==> images/clk_routes.png <==
Bar = 20 um.
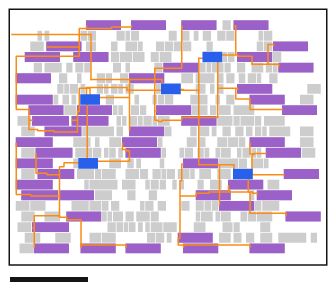
==> images/detail.png <==
Window x 20 to 60, y 13 to 53 um. Cells in gray, sequential cells in the stronger gray; small squares are vias.
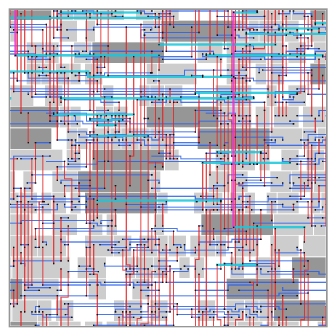
==> images/layer_met3.png <==
Cells faint in the background.
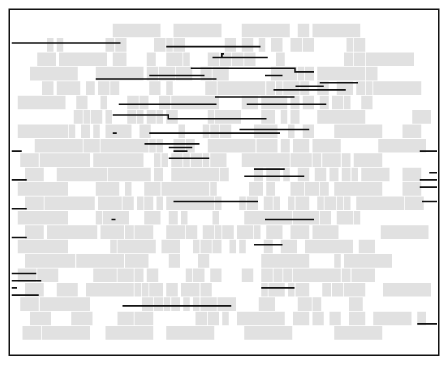
==> images/metal_density.png <==
Bar = 20 um. The die is cut into 16 by 13 equal tiles; white is low, dark blue is high, scaled to the fullest tile. Values are wire area over tile area, all layers added.
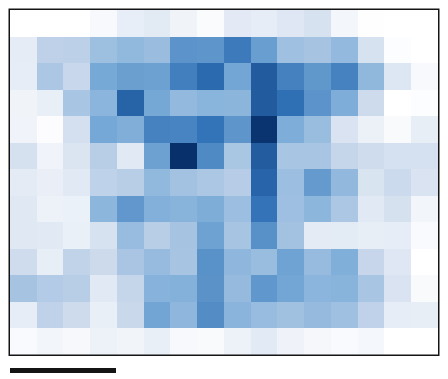
**config.mk**
```make
export PLATFORM = sky130hd
export DESIGN_NAME = keypad_scan_fsm_flat
export DESIGN_NICKNAME = d
export VERILOG_FILES = /design/src/rtl/keypad_pkg.sv /design/src/rtl/keypad_scan_fsm_if.sv /design/src/rtl/sync_2ff.sv /design/src/rtl/keypad_scan_fsm.sv /design/src/flat_wrapper.sv
export SDC_FILE = /design/constraint.sdc
export NUM_CORES = 1
export LEC_CHECK = 0
export ABC_CLOCK_PERIOD_IN_PS = 3270
export CAP_MARGIN = 30
export CORE_ASPECT_RATIO = 0.8
export CORE_UTILIZATION = 56
export CTS_CLUSTER_DIAMETER = 120
export DETAILED_ROUTE_END_ITERATION = 7
export GPL_TIMING_DRIVEN = 0
export PLACE_DENSITY = 0.75
export SLEW_MARGIN = 10
export SYNTH_ARGS = -nofsm -noshare
export SYNTH_HDL_FRONTEND = slang
export SYNTH_SLANG_ARGS = --single-unit
```
**constraint.sdc**
```tcl
create_clock -name clk -period 3.27 [get_ports clk]
set_input_delay 0.8175 -clock clk [delete_from_list [all_inputs] [get_ports clk]]
set_output_delay 0.8175 -clock clk [all_outputs]
set_load 0.01 [all_outputs]
```
**src/rtl/keypad_pkg.sv**
```systemverilog
// rtl/keypad_pkg.sv - shared types, key map and row-decode helpers for the keypad scanner
package keypad_pkg;

   typedef enum logic [1:0] {
      SCAN        = 2'd0,
      DEB_PRESS   = 2'd1,
      HELD        = 2'd2,
      DEB_RELEASE = 2'd3
   } state_t;

   // Indexed [row][col]; rows and columns both count from 0.
   localparam logic [3:0] KEYMAP [4][4] = '{
      '{4'h1, 4'h2, 4'h3, 4'hA},
      '{4'h4, 4'h5, 4'h6, 4'hB},
      '{4'h7, 4'h8, 4'h9, 4'hC},
      '{4'hE, 4'h0, 4'hF, 4'hD}
   };

   function automatic logic onehot0_low(input logic [3:0] row);
      return $onehot(~row);
   endfunction

   function automatic logic [1:0] low_index(input logic [3:0] row);
      logic [1:0] idx;
      idx = 2'd0;
      for (int i = 3; i >= 0; i--) begin
         if (!row[i]) idx = i[1:0];
      end
      return idx;
   endfunction

endpackage

```
**src/rtl/keypad_scan_fsm_if.sv**
```systemverilog
// rtl/keypad_scan_fsm_if.sv - keypad pin and decoded-key bundle
interface keypad_scan_fsm_if;
   logic [3:0] row_n;
   logic [3:0] col_n;
   logic [3:0] key_code;
   logic       key_valid;

   modport master (input row_n, output col_n, output key_code, output key_valid);
   modport slave  (output row_n, input col_n, input key_code, input key_valid);
endinterface

```
**src/rtl/sync_2ff.sv**
```systemverilog
// rtl/sync_2ff.sv - two-flop synchronizer with configurable width and reset value
module sync_2ff #(
   parameter int              WIDTH     = 1,
   parameter logic [WIDTH-1:0] RESET_VAL = '0
) (
   input  logic             clk,
   input  logic             rst_n,
   input  logic [WIDTH-1:0] d,
   output logic [WIDTH-1:0] q
);

   logic [WIDTH-1:0] meta;

   always_ff @(posedge clk or negedge rst_n) begin
      if (!rst_n) begin
         meta <= RESET_VAL;
         q    <= RESET_VAL;
      end else begin
         meta <= d;
         q    <= meta;
      end
   end

endmodule

```
**src/rtl/keypad_scan_fsm.sv**
```systemverilog
// rtl/keypad_scan_fsm.sv - 4x4 keypad column scanner with press/release debounce
module keypad_scan_fsm
   import keypad_pkg::*;
#(
   parameter int SCAN_CYCLES     = 3000,
   parameter int DEBOUNCE_CYCLES = 60000
) (
   input  logic               clk,
   input  logic               rst_n,
   keypad_scan_fsm_if.master  kp
);

   localparam int SCAN_W = (SCAN_CYCLES > 1) ? $clog2(SCAN_CYCLES) : 1;
   localparam int DEB_W  = (DEBOUNCE_CYCLES > 1) ? $clog2(DEBOUNCE_CYCLES) : 1;
   localparam logic [SCAN_W-1:0] SCAN_LAST = SCAN_W'(SCAN_CYCLES - 1);
   localparam logic [DEB_W-1:0]  DEB_LAST  = DEB_W'(DEBOUNCE_CYCLES - 1);

   state_t            state;
   logic [1:0]        col_idx;
   logic [3:0]        col_n_q;
   logic [1:0]        row_lat;
   logic [SCAN_W-1:0] scan_cnt;
   logic [DEB_W-1:0]  deb_cnt;
   logic [3:0]        key_code_q;
   logic              key_valid_q;
   logic [3:0]        row_s;

   sync_2ff #(
      .WIDTH     (4),
      .RESET_VAL (4'hF)
   ) u_row_sync (
      .clk   (clk),
      .rst_n (rst_n),
      .d     (kp.row_n),
      .q     (row_s)
   );

   // col_n_q is a rotating one-cold ring kept in step with col_idx.
   always_ff @(posedge clk or negedge rst_n) begin
      if (!rst_n) begin
         state       <= SCAN;
         col_idx     <= 2'd0;
         col_n_q     <= 4'b1110;
         row_lat     <= 2'd0;
         scan_cnt    <= '0;
         deb_cnt     <= '0;
         key_code_q  <= 4'h0;
         key_valid_q <= 1'b0;
      end else begin
         case (state)
            SCAN: begin
               if (scan_cnt == SCAN_LAST) begin
                  scan_cnt <= '0;
                  if (onehot0_low(row_s)) begin
                     row_lat <= low_index(row_s);
                     deb_cnt <= '0;
                     state   <= DEB_PRESS;
                  end else begin
                     col_idx <= col_idx + 2'd1;
                     col_n_q <= {col_n_q[2:0], col_n_q[3]};
                  end
               end else begin
                  scan_cnt <= scan_cnt + SCAN_W'(1);
               end
            end

            DEB_PRESS: begin
               if (row_s[row_lat]) begin
                  state    <= SCAN;
                  scan_cnt <= '0;
                  col_idx  <= col_idx + 2'd1;
                  col_n_q  <= {col_n_q[2:0], col_n_q[3]};
               end else if (deb_cnt == DEB_LAST) begin
                  state       <= HELD;
                  key_valid_q <= 1'b1;
                  key_code_q  <= KEYMAP[row_lat][col_idx];
               end else begin
                  deb_cnt <= deb_cnt + DEB_W'(1);
               end
            end

            // Only the latched row matters here; any other key stays invisible.
            HELD: begin
               if (row_s[row_lat]) begin
                  state   <= DEB_RELEASE;
                  deb_cnt <= '0;
               end
            end

            DEB_RELEASE: begin
               if (!row_s[row_lat]) begin
                  state <= HELD;
               end else if (deb_cnt == DEB_LAST) begin
                  state       <= SCAN;
                  key_valid_q <= 1'b0;
                  scan_cnt    <= '0;
                  col_idx     <= col_idx + 2'd1;
                  col_n_q     <= {col_n_q[2:0], col_n_q[3]};
               end else begin
                  deb_cnt <= deb_cnt + DEB_W'(1);
               end
            end

            default: state <= SCAN;
         endcase
      end
   end

   assign kp.col_n     = col_n_q;
   assign kp.key_code  = key_code_q;
   assign kp.key_valid = key_valid_q;

endmodule
```
**src/flat_wrapper.sv**
```systemverilog
// flat-port wrapper written by rule: the top's interface ports become plain ports
module keypad_scan_fsm_flat import keypad_pkg::*;
#(
   parameter int SCAN_CYCLES     = 3000,
   parameter int DEBOUNCE_CYCLES = 60000
)
  (clk, rst_n, kp_row_n, kp_col_n, kp_key_code, kp_key_valid);
  keypad_scan_fsm_if kp_i ();
  input  logic clk;
  input  logic rst_n;
  input wire logic [$bits(kp_i.row_n)-1:0] kp_row_n;
  output wire logic [$bits(kp_i.col_n)-1:0] kp_col_n;
  output wire logic [$bits(kp_i.key_code)-1:0] kp_key_code;
  output wire logic [$bits(kp_i.key_valid)-1:0] kp_key_valid;
  assign kp_i.row_n = kp_row_n;
  assign kp_col_n = kp_i.col_n;
  assign kp_key_code = kp_i.key_code;
  assign kp_key_valid = kp_i.key_valid;
  keypad_scan_fsm #(.SCAN_CYCLES(SCAN_CYCLES), .DEBOUNCE_CYCLES(DEBOUNCE_CYCLES)) u_core (.clk(clk), .rst_n(rst_n), .kp(kp_i));
endmodule
```
==> results.sh <==
# implementation run metrics
export IMPL_status="finished clean"
export IMPL_die_w_um=80.8
export IMPL_antenna_found_initial=0
export IMPL_ys_flops=51
export IMPL_dieHeight_um=65.1
export IMPL_finalCriticalPeriod_ns=2.96
export IMPL_fp_util=0.595
export IMPL_maxSlewViolCount=0
export IMPL_clkTransAtPathRegs_ns=0.09
export IMPL_wirelength_met1_um=3010
export IMPL_drt_initial_drc_count=195
export IMPL_worstReg2RegStart="u_core.u_row_sync.q[0]$_DFF_PN1_"
export IMPL_ys_cells=282
export IMPL_grt_max_degree=35
export IMPL_edf_count=0
export IMPL_fin_skew_ns=0.00712
export IMPL_synthFlopType="dfrtp_1"
export IMPL_yosys_area_top_type_share=0.360
export IMPL_crit_path_end="u_core.deb_cnt[11]$_DFFE_PN0P_"
export IMPL_grt_pass1_vias=2138
export IMPL_vdd_ir_drop_max_v=0.000276
export IMPL_p_clk_frac=0.356
export IMPL_boundaryPins=15
export IMPL_largest_area_cell="dfrtp_1"
export IMPL_worst_slew_pin_slew_ns=0.752
export IMPL_finalWirelength_um=6000
export IMPL_p_leak_nw=1.27
export IMPL_synth_area_sq_um=2780
export IMPL_swShare=0.224
export IMPL_maxCapViolations=0
export IMPL_rrSetupSlack_ns=0.31
export IMPL_synthCells=282
export IMPL_highest_layer="met4"
export IMPL_warning_count=28
export IMPL_critPathLaunchType="register"
export IMPL_fillerInstances=400
export IMPL_hold_viol=0
export IMPL_synth_cell_type_count=56
export IMPL_route_met2_wl_um=2550
export IMPL_critPathKind="register to register"
export IMPL_power_frac_comb=0.042
export IMPL_wl_met3_um=384
export IMPL_slew_headroom=0.491
export IMPL_seq_area_sq_um=1290
export IMPL_critPathArrivalTime_ns=3.15
export IMPL_critPathRequiredTime_ns=3.46
export IMPL_hold_path_depth=0
export IMPL_syn2layout_area_growth_pct=11.6
export IMPL_power_per_cell_area_nw_per_um2=344
export IMPL_cts_max_level=2
export IMPL_cts_buffer_depth=2
export IMPL_synthArstFlopShare=1.00
export IMPL_ant_nets=0
export IMPL_grt_pass1_wl_um=10100
export IMPL_row_count=22
export IMPL_die_area_sq_um=5260
export IMPL_vias_per_cell=6.36
export IMPL_core_sq_um=4680
About clk_routes.png:
Key: blue = clock drivers [count 5]; orange = clock wires [length 627 um]; purple = flip-flops [count 51]
There are 6 routed clock nets. Position of the flops: all over the die.

About detail.png:
Key: magenta = metal 4; cyan = metal 3; blue = metal 1; red = metal 2
133 logic cells have their middle in the window. Netlist names of flops here include u_core.deb_cnt (3), u_core.row_lat (2), u_core.scan_cnt (2). Most frequent: nand2_1 (11), dfrtp_1 (11), clkbuf_1 (9). Sequential cells in the window: 12.

About layer_met3.png:
The layer carries 385 um of wire. The longest straight run is 24.4 um.

About metal_density.png:
The fullest tile reaches 0.59. 6.7% of the tiles are nearly empty. The densest ninth of the die: center.

-- state kept, by name, indices dropped and copies added, names as in the netlist, named ones only --
signal	count
u_core.u_row_sync.q	4
u_core.kp.key_valid	1
u_core.col_idx	2
u_core.deb_cnt	16
u_core.state	1
u_core.row_lat	2
u_core.kp.col_n	4
u_core.u_row_sync.meta	4
u_core.kp.key_code	4
u_core.scan_cnt	12
-- Yosys cell counts (3+ instances only) --
| cell | instances |
|---|---|
| mux2_4 | 3 |
| nor2b_1 | 3 |
| nor3_1 | 7 |
| mux2_2 | 5 |
| nand2b_1 | 5 |
| o21ai_0 | 9 |
| dfstp_2 | 11 |
| a41oi_1 | 4 |
| o22ai_1 | 4 |
| a31oi_1 | 21 |
| ha_1 | 7 |
| nand2_1 | 20 |
| nand3_1 | 15 |
| a21oi_1 | 10 |
| and3_1 | 7 |
| mux2i_1 | 4 |
| dfrtp_1 | 40 |
| nand4_1 | 12 |
| nor4_1 | 4 |
| a211o_1 | 4 |
| inv_1 | 16 |
| nor2_1 | 12 |
| clkbuf_1 | 14 |
| or3_1 | 3 |
-- power by group through the flow --
stage	Combinational, mW	Sequential (mW)	Clock [mW]
6_report	0.0453	0.642	0.380
5_1_grt	0.0528	0.643	0.415
4_1_cts	0.0467	0.642	0.388
3_5_place_dp	0.0463	0.654	0
3_3_place_gp	0.0423	0.654	0
2_1_floorplan	0.0197	0.653	0
-- metrics by stage --
stage               setup TNS, ns  setup WS, ns  utilization  std cells  area [sq um]
finish                          0         0.308        0.664        365          3110
global route                    0         0.106        0.664        365          3110
CTS                             0         0.115        0.664        365          3110
detailed placement              0         0.144        0.644        357          3010
global placement            -5.47        -0.140        0.641        356          3000
floorplan                       0         0.580            -        282          2780
-- routing by layer --
| layer | up-vias | GRT usage |
|---|---|---|
| met3 | 7 | 0.0465 |
| met1 | 1125 | 0.383 |
| met2 | 72 | 0.374 |
| met4 | 0 | 0.0692 |
| li1 | 1117 | - |
| met5 | - | 0 |
-- layout make-up --
cell class | count | area share
Multi-Input combinational cell | 200 | 0.443
Buffer | 15 | 0.0189
Clock inverter | 1 | 0.00161
Timing Repair Buffer | 15 | 0.0499
Tap cell | 60 | 0.0242
Inverter | 16 | 0.0193
Clock buffer | 7 | 0.0278
Sequential cell | 51 | 0.415
-- worst max-delay path: stages, from the launching register on --
cell      delay [ns]
dfstp_2         0.55
inv_1           0.06
ha_1            0.30
ha_1            0.22
fa_1            0.44
nor4bb_1        0.30
nand4_1         0.28
nand3_1         0.29
clkbuf_2        0.28
a31oi_1         0.13
-- kinds of logic (layout without fill, tap and decap cells) --
group / Yosys count / in the layout / synth area share
flip-flops: 51 / 51 / 0.463
XOR/XNOR: 3 / 3 / 0.00944
multiplexers: 13 / 13 / 0.0589
AND/OR/NAND/NOR: 107 / 107 / 0.220
buffers and inverters: 31 / 54 / 0.0422
adder cells (fa/ha/maj): 8 / 8 / 0.0387
AND-OR/OR-AND: 69 / 69 / 0.168
Power and IR drop assume default switching activity.
